===== src/rtl/bound_flasher_pkg.sv =====
// bound_flasher_pkg
//   Shared definitions for the bound flasher: phase codes, kick counter
//   width and a parameter legality check used at elaboration time.
//   Optional feature macro: BOUND_FLASHER_KICK_CNT_EN (see bound_flasher_gen).
package bound_flasher_pkg;

    localparam int KICK_CNT_W = 8;

    typedef enum logic [2:0] {
        IDLE = 3'd0,
        UP1  = 3'd1,
        DN1  = 3'd2,
        UP2  = 3'd3,
        DN2  = 3'd4,
        UP3  = 3'd5,
        DN3  = 3'd6
    } state_e;

    function automatic bit bounds_legal(input int led_w, input int b_lo,
                                        input int b_hi, input int step_div);
        return (led_w >= 3) && (b_lo > 0) && (b_lo < b_hi) &&
               (b_hi < led_w) && (step_div >= 1);
    endfunction

endpackage


===== src/rtl/bound_flasher_step_tick_gen.sv =====
// step_tick_gen
//   Step prescaler: counts 0..STEP_DIV-1 and flags tick on the last count.
//   Ports:
//     clock  in   rising-edge clock
//     reset  in   synchronous active-high reset
//     clr    in   hold the count at zero (flasher idle)
//     hold   in   freeze the count and suppress tick (pause)
//     tick   out  one step is due this clock
module step_tick_gen #(
    parameter int STEP_DIV = 1
) (
    input  logic clock,
    input  logic reset,
    input  logic clr,
    input  logic hold,
    output logic tick
);

    localparam int CW = (STEP_DIV > 1) ? $clog2(STEP_DIV) : 1;
    localparam logic [CW-1:0] LAST = CW'(STEP_DIV - 1);

    logic [CW-1:0] cnt_q;

    always_ff @(posedge clock) begin
        if (reset || clr) begin
            cnt_q <= '0;
        end else if (!hold) begin
            cnt_q <= (cnt_q == LAST) ? '0 : cnt_q + 1'b1;
        end
    end

    assign tick = !hold && (cnt_q == LAST);

endmodule


===== src/rtl/bound_flasher_gen.sv =====
// bound_flasher_gen
//   Thermometer LED bar sweeping a fixed multi-phase up/down pattern,
//   started by flick, with kickback on the UP2/UP3 turnarounds.
//   Ports:
//     clock     in   rising-edge clock
//     reset     in   synchronous active-high reset
//     flick     in   start / kickback request (level)
//     pause     in   freezes stepping while high
//     led_out   out  LED_W thermometer bar, led_out[i] = (i < level)
//     state     out  current phase code (state_e)
//     busy      out  phase is not IDLE
//     done      out  one-clock pulse on DN3 -> IDLE
//     kick_cnt  out  saturating count of kickbacks taken
//   Optional feature macro: BOUND_FLASHER_KICK_CNT_EN enables kick_cnt;
//   without it kick_cnt is tied to zero.
//
//   state | meaning
//   IDLE  | bar dark, waiting for flick
//   UP1   | rise to LED_W
//   DN1   | fall to B_LO
//   UP2   | rise to B_HI, flick at exit kicks back to DN1
//   DN2   | fall to 0
//   UP3   | rise to B_LO, flick at exit kicks back to DN2
//   DN3   | fall to 0, then done
module bound_flasher_gen
    import bound_flasher_pkg::*;
#(
    parameter int LED_W    = 16,
    parameter int B_LO     = 5,
    parameter int B_HI     = 10,
    parameter int STEP_DIV = 1
) (
    input  logic                  clock,
    input  logic                  reset,
    input  logic                  flick,
    input  logic                  pause,
    output logic [LED_W-1:0]      led_out,
    output logic [2:0]            state,
    output logic                  busy,
    output logic                  done,
    output logic [KICK_CNT_W-1:0] kick_cnt
);

    localparam int LW = $clog2(LED_W + 1);
    localparam logic [LW-1:0] L_FULL = LW'(LED_W);
    localparam logic [LW-1:0] L_LO   = LW'(B_LO);
    localparam logic [LW-1:0] L_HI   = LW'(B_HI);

    if (!bounds_legal(LED_W, B_LO, B_HI, STEP_DIV)) begin : g_bad_params
        $error("bound_flasher_gen: illegal LED_W/B_LO/B_HI/STEP_DIV");
    end

    state_e        state_q;
    logic [LW-1:0] lvl_q;
    logic          done_q;
    logic          tick;

    step_tick_gen #(.STEP_DIV(STEP_DIV)) u_step_tick_gen (
        .clock (clock),
        .reset (reset),
        .clr   (state_q == IDLE),
        .hold  (pause),
        .tick  (tick)
    );

    // Each turnaround spends one full tick at its target before the phase
    // changes, so the level dwells exactly one step at every bound.
    always_ff @(posedge clock) begin
        if (reset) begin
            state_q <= IDLE;
            lvl_q   <= '0;
            done_q  <= 1'b0;
        end else begin
            done_q <= 1'b0;
            case (state_q)
                IDLE: if (flick && !pause) state_q <= UP1;
                UP1: if (tick) begin
                    if (lvl_q != L_FULL) lvl_q <= lvl_q + 1'b1;
                    else                 state_q <= DN1;
                end
                DN1: if (tick) begin
                    if (lvl_q != L_LO) lvl_q <= lvl_q - 1'b1;
                    else               state_q <= UP2;
                end
                UP2: if (tick) begin
                    if (lvl_q != L_HI) lvl_q <= lvl_q + 1'b1;
                    else               state_q <= flick ? DN1 : DN2;
                end
                DN2: if (tick) begin
                    if (lvl_q != '0) lvl_q <= lvl_q - 1'b1;
                    else             state_q <= UP3;
                end
                UP3: if (tick) begin
                    if (lvl_q != L_LO) lvl_q <= lvl_q + 1'b1;
                    else               state_q <= flick ? DN2 : DN3;
                end
                DN3: if (tick) begin
                    if (lvl_q != '0) begin
                        lvl_q <= lvl_q - 1'b1;
                    end else begin
                        state_q <= IDLE;
                        done_q  <= 1'b1;
                    end
                end
                default: begin
                    state_q <= IDLE;
                    lvl_q   <= '0;
                end
            endcase
        end
    end

    always_comb begin
        led_out = '0;
        for (int i = 0; i < LED_W; i++) begin
            led_out[i] = (i < int'(lvl_q));
        end
    end

    assign state = state_q;
    assign busy  = (state_q != IDLE);
    assign done  = done_q;

`ifdef BOUND_FLASHER_KICK_CNT_EN
    logic                  kick;
    logic [KICK_CNT_W-1:0] kick_cnt_q;

    // Mirrors the kickback branches of the FSM exit ticks.
    assign kick = tick && flick &&
                  (((state_q == UP2) && (lvl_q == L_HI)) ||
                   ((state_q == UP3) && (lvl_q == L_LO)));

    always_ff @(posedge clock) begin
        if (reset) begin
            kick_cnt_q <= '0;
        end else if (kick && (kick_cnt_q != '1)) begin
            kick_cnt_q <= kick_cnt_q + 1'b1;
        end
    end

    assign kick_cnt = kick_cnt_q;
`else
    assign kick_cnt = '0;
`endif

endmodule


===== config.mk =====
export PLATFORM = sky130hd
export DESIGN_NAME = bound_flasher_gen
export DESIGN_NICKNAME = d
export VERILOG_FILES = /design/src/rtl/bound_flasher_pkg.sv /design/src/rtl/bound_flasher_step_tick_gen.sv /design/src/rtl/bound_flasher_gen.sv
export SDC_FILE = /design/constraint.sdc
export NUM_CORES = 1
export LEC_CHECK = 0
export CORE_UTILIZATION = 30
export DETAILED_ROUTE_END_ITERATION = 8
export GPL_TIMING_DRIVEN = 0
export SYNTH_ARGS = -nofsm -noshare
export SYNTH_HDL_FRONTEND = slang
export SYNTH_SLANG_ARGS = --single-unit

===== constraint.sdc =====
create_clock -name clock -period 6.1 [get_ports clock]
set_clock_uncertainty 0.2 [all_clocks]
set_input_delay 1.22 -clock clock [delete_from_list [all_inputs] [get_ports clock]]
set_output_delay 1.22 -clock clock [all_outputs]
set_load 0.02 [all_outputs]

==> reports/highlights.md <==
## Status
• run status: finished clean

## Timing
• upper clock frequency limit: 274 MHz
• setup repair after global routing missed its margin: false
• endpoints failing setup: 0
• clock period minus final worst setup slack: 3660 ps
• portion of the clock cycle consumed by the worst path in the final layout: 0.599
• Min Hold Slack: 491 ps
• Total Neg Setup Slack: 0 ps
• number of pins exceeding their max-slew limit in the final report: 0
• worst slew margin relative to its limit: 0.613
• Least-Margin Pin Slew: 572 ps
• number of failing hold endpoints at the final stage: 0

## Pwr
• switching power: 0.125 mW
• clock group share of total power: 0.175
• cell internal pwr: 0.164 mW
• total combinational power: 0.170 mW
• Clock Power: 0.0505 mW
• largest power group: combinational logic
• combinational cell fraction of total power: 0.587
• sequential cell power: 0.0690 mW
• sequential group share of total power: 0.238
• Static Leak: 0.594 nW
• power density over the cells: 201 nW/um^2
• switching power share of the total: 0.432

## Run
• number of maximum-capacitance constraint violations: 0
• total tool warning count: 29

## Yosys
• Avg Synthesized Cell Area: 7.39 sq um
• cell count after synthesis: 147
• top cell type's share of synthesized area: 0.166
• YS warnings: 0
• # Cells Yosys: 147
• distinct lib cells: 48
• yosys stat area: 1090 sq um
• cell area after technology mapping: 1090 sq um
• top cell type by total area after synthesis: dfxtp_1
• largest cells by area after synthesis: dfxtp_1 17%, buf_4 6.9%, o21ai_0 6.0%, a21oi_1 5.5%, ha_1 4.6%
• share of the yosys chip area belonging to registers: 0.166
• post-synthesis sequential element count: 9

## Clock network
• Setup Buffers After CTS: 0
• TritonCTS clock tree: built
• clock tree buffer depth: 2
• cts repair resizes: 0
• clock sink count: 9
• Root Buffer Master: clkbuf_4
• number of hold-repair buffers added at the cts stage: 0
• total CTS buffers: 3
• Worst-Skew Late Latency: 270 ps
• clock transition at the register clock pins on the worst setup and hold paths after CTS: 80 ps
• H-tree levels: 1

## Route
• Pre-antenna DRT Iters: 4
• Starting DRT DRC Count: 89
• antenna viol nets, final: 0
• DRC violations left: 0
• wirelength, routed: 2950 microns
• via count: 1210
• post-detailed-route via-to-cell ratio: 5.31

## Layout
• number of antenna repair diodes: 0
• area growth from synthesis to final layout: 32.3%
• number of nets at the end of the flow: 191
• fraction of final layout cells with drive strength greater than 1: 0.137

## Critical path
• Worst Path Max Fanout: 10
• data arrival time of the critical path: 2240 ps
• WP data required: 4680 ps
• Setup crit end kind: output port
• startpoint kind of the worst setup timing path: register
• Setup Crit Path Kind: register to output port

## Placed design
• cell area after placement: 1410 sq um
• detailed-placement wirelength estimate: 2250 microns
• PortBufs: 24
• RD Place Congestion: 0.890

## Global routing
• initial antenna violation count: 0
• pin count of the biggest net entering global routing: 11
• first-pass GRT wire length: 4870 microns
• vias in the first global route: 1038
• aggregate global routing overflow: 0

## Floorplanning
• Top Ports: 33
• chip footprint: 3860 sq um
• initial cell density of the core: 0.320

## Worst hold path
• Hold Path Class: register to register

-- state kept, by name, indices dropped and copies added, names as in the netlist --
name   count
lvl_q      5
state      3
done       1
-- stage by stage --
stage	utilization	power, mW	setup slack, ps	cells
after global routing	0.424	0.308	2280	228
after floorplan	-	0.182	3110	154
after detailed placement	0.416	0.238	2760	224
after global placement	0.416	0.237	2750	224
after CTS	0.424	0.290	2450	228
final	0.424	0.289	2440	228
-- layout by cell type, fill, tap and decap left out, drive strengths merged, types with 3 or more instances in the layout --
| cell type | Yosys | layout |
|---|---|---|
| nor3 | 3 | 3 |
| o21ai | 13 | 13 |
| or3 | 3 | 3 |
| nand2 | 12 | 12 |
| clkdlybuf4s50 | 0 | 24 |
| nand4 | 4 | 4 |
| conb | 1 | 8 |
| nor2 | 8 | 8 |
| a311oi | 3 | 3 |
| clkbuf | 6 | 10 |
| ha | 4 | 4 |
| nand3 | 3 | 3 |
| buf | 15 | 15 |
| inv | 7 | 7 |
| a21boi | 3 | 3 |
| dfxtp | 9 | 9 |
| a21oi | 12 | 12 |
| nand2b | 6 | 6 |
-- cell usage after synthesis (all sizes together) --
cell / n
dfxtp: 9
a311o: 1
nor3: 3
conb: 1
a211oi: 2
nand2: 12
nor2: 8
o211ai: 1
nand2b: 6
a21boi: 3
a41o: 1
ha: 4
clkbuf: 6
nand4: 4
a311oi: 3
o2111ai: 1
or3: 3
nand4b: 1
or3b: 1
nand3: 3
o311a: 1
a21oi: 12
a221oi: 2
a22oi: 2
a21o: 2
o21bai: 1
nor4bb: 1
inv: 7
mux2: 1
o21ba: 1
mux4: 1
o31a: 1
o31ai: 2
o21ai: 13
a22o: 1
nor4b: 2
nor3b: 1
a2bb2oi: 2
nand4bb: 1
mux2i: 2
buf: 15
a31oi: 2
a31o: 1
-- final cells by class --
class	instances	area, sq um
flip-flops and latches	9	180
fillers	344	1950
plain buffers	21	135
inverters	7	26.3
well taps	46	57.6
multi-input cells	117	771
repair buffers	24	240
clock buffers	4	26.3
-- cells by family (layout without fill, tap and decap cells) --
family | count (synthesis) | count (layout) | share of synthesized area
adders and majority gates | 4 | 4 | 0.0461
buffers and inverters | 28 | 56 | 0.149
AOI/OAI and AO/OA | 55 | 55 | 0.351
other | 1 | 8 | 0.00345
muxes | 4 | 4 | 0.0495
and+or+nand+nor | 46 | 46 | 0.235
DFF | 9 | 9 | 0.166
-- critical path: stages (launching register included) --
cell	delay, ps
dfxtp_1	430
clkbuf_1	360
inv_1	180
ha_1	210
a21boi_0	150
clkdlybuf4s50_1	630
-- metal layers --
layer  GRT usage  vias up  part of all wire  wire [microns]
met5           0        -                 0               0
li1            -      603                 -               -
met1       0.210      557              0.45            1330
met2       0.245       46              0.48            1410
met3      0.0331        4             0.062             184
met4      0.0349        0             0.012              34
-- worst paths after layout --
kind	slack, ps	cells past startpoint	from	end
max	2440	5	lvl_q[1]$_SDFFE_PP0P_	led_out[1]
min	490	3	lvl_q[2]$_SDFFE_PP0P_	state[2]$_SDFFE_PP0P_
max reg2reg	3400	8	lvl_q[1]$_SDFFE_PP0P_	lvl_q[3]$_SDFFE_PP0P_
min reg2reg	490	3	lvl_q[2]$_SDFFE_PP0P_	state[2]$_SDFFE_PP0P_
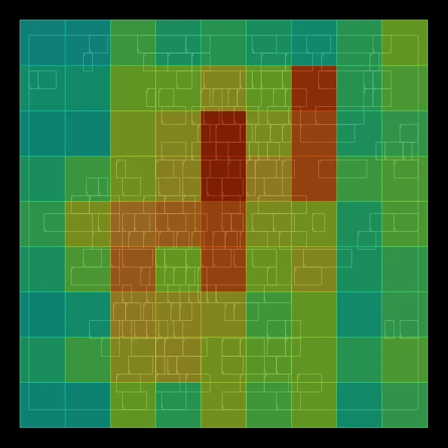
(images/congestion_map.png)
routed wire length per instance: 13.0 microns
end-of-flow core utilization: 0.424
met1 layer usage reported by global route: 0.210
GRT Overall Usage: 0.153
met2 GRT Util: 0.245

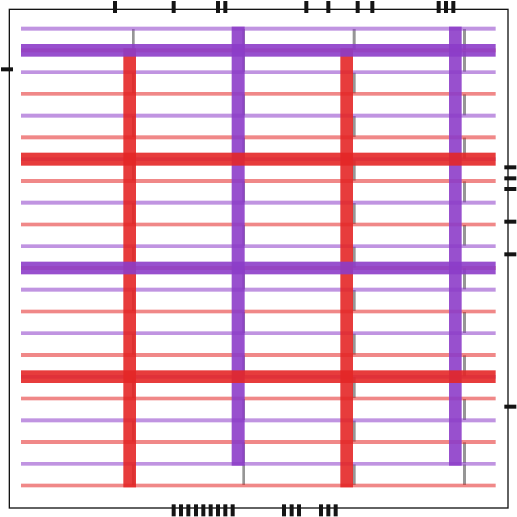
(images/floorplan.png)
(8 px per micron) Pins as bars on the die edge. Tap cells in grey.
colour	net
red	VSS
purple	VDD
tap cells	46
met4 straps	4
rows	21
met5 straps	4
signal pins	33
Max IR drop VDD: 0.000103 V
die extent in y: 62.2 microns
core footprint: 3390 sq um
Die Width: 62.2 microns

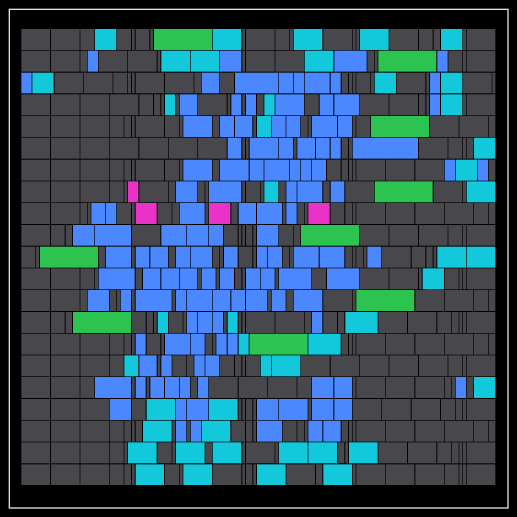
(images/class_map.png)
(8 px per micron) Fill, decap, tap and diode cells in grey.
colour	class	cells
cyan	remaining buffers and delay cells	45
magenta	clock drivers and dummy loads	4
green	registers	9
blue	remaining logic cells	124
Core Rows: 21
Layout Cell Area excl Fill: 1440 sq um
Seq/total area: 0.125

Power figures rest on the tool's default switching activity, not on a simulated workload.
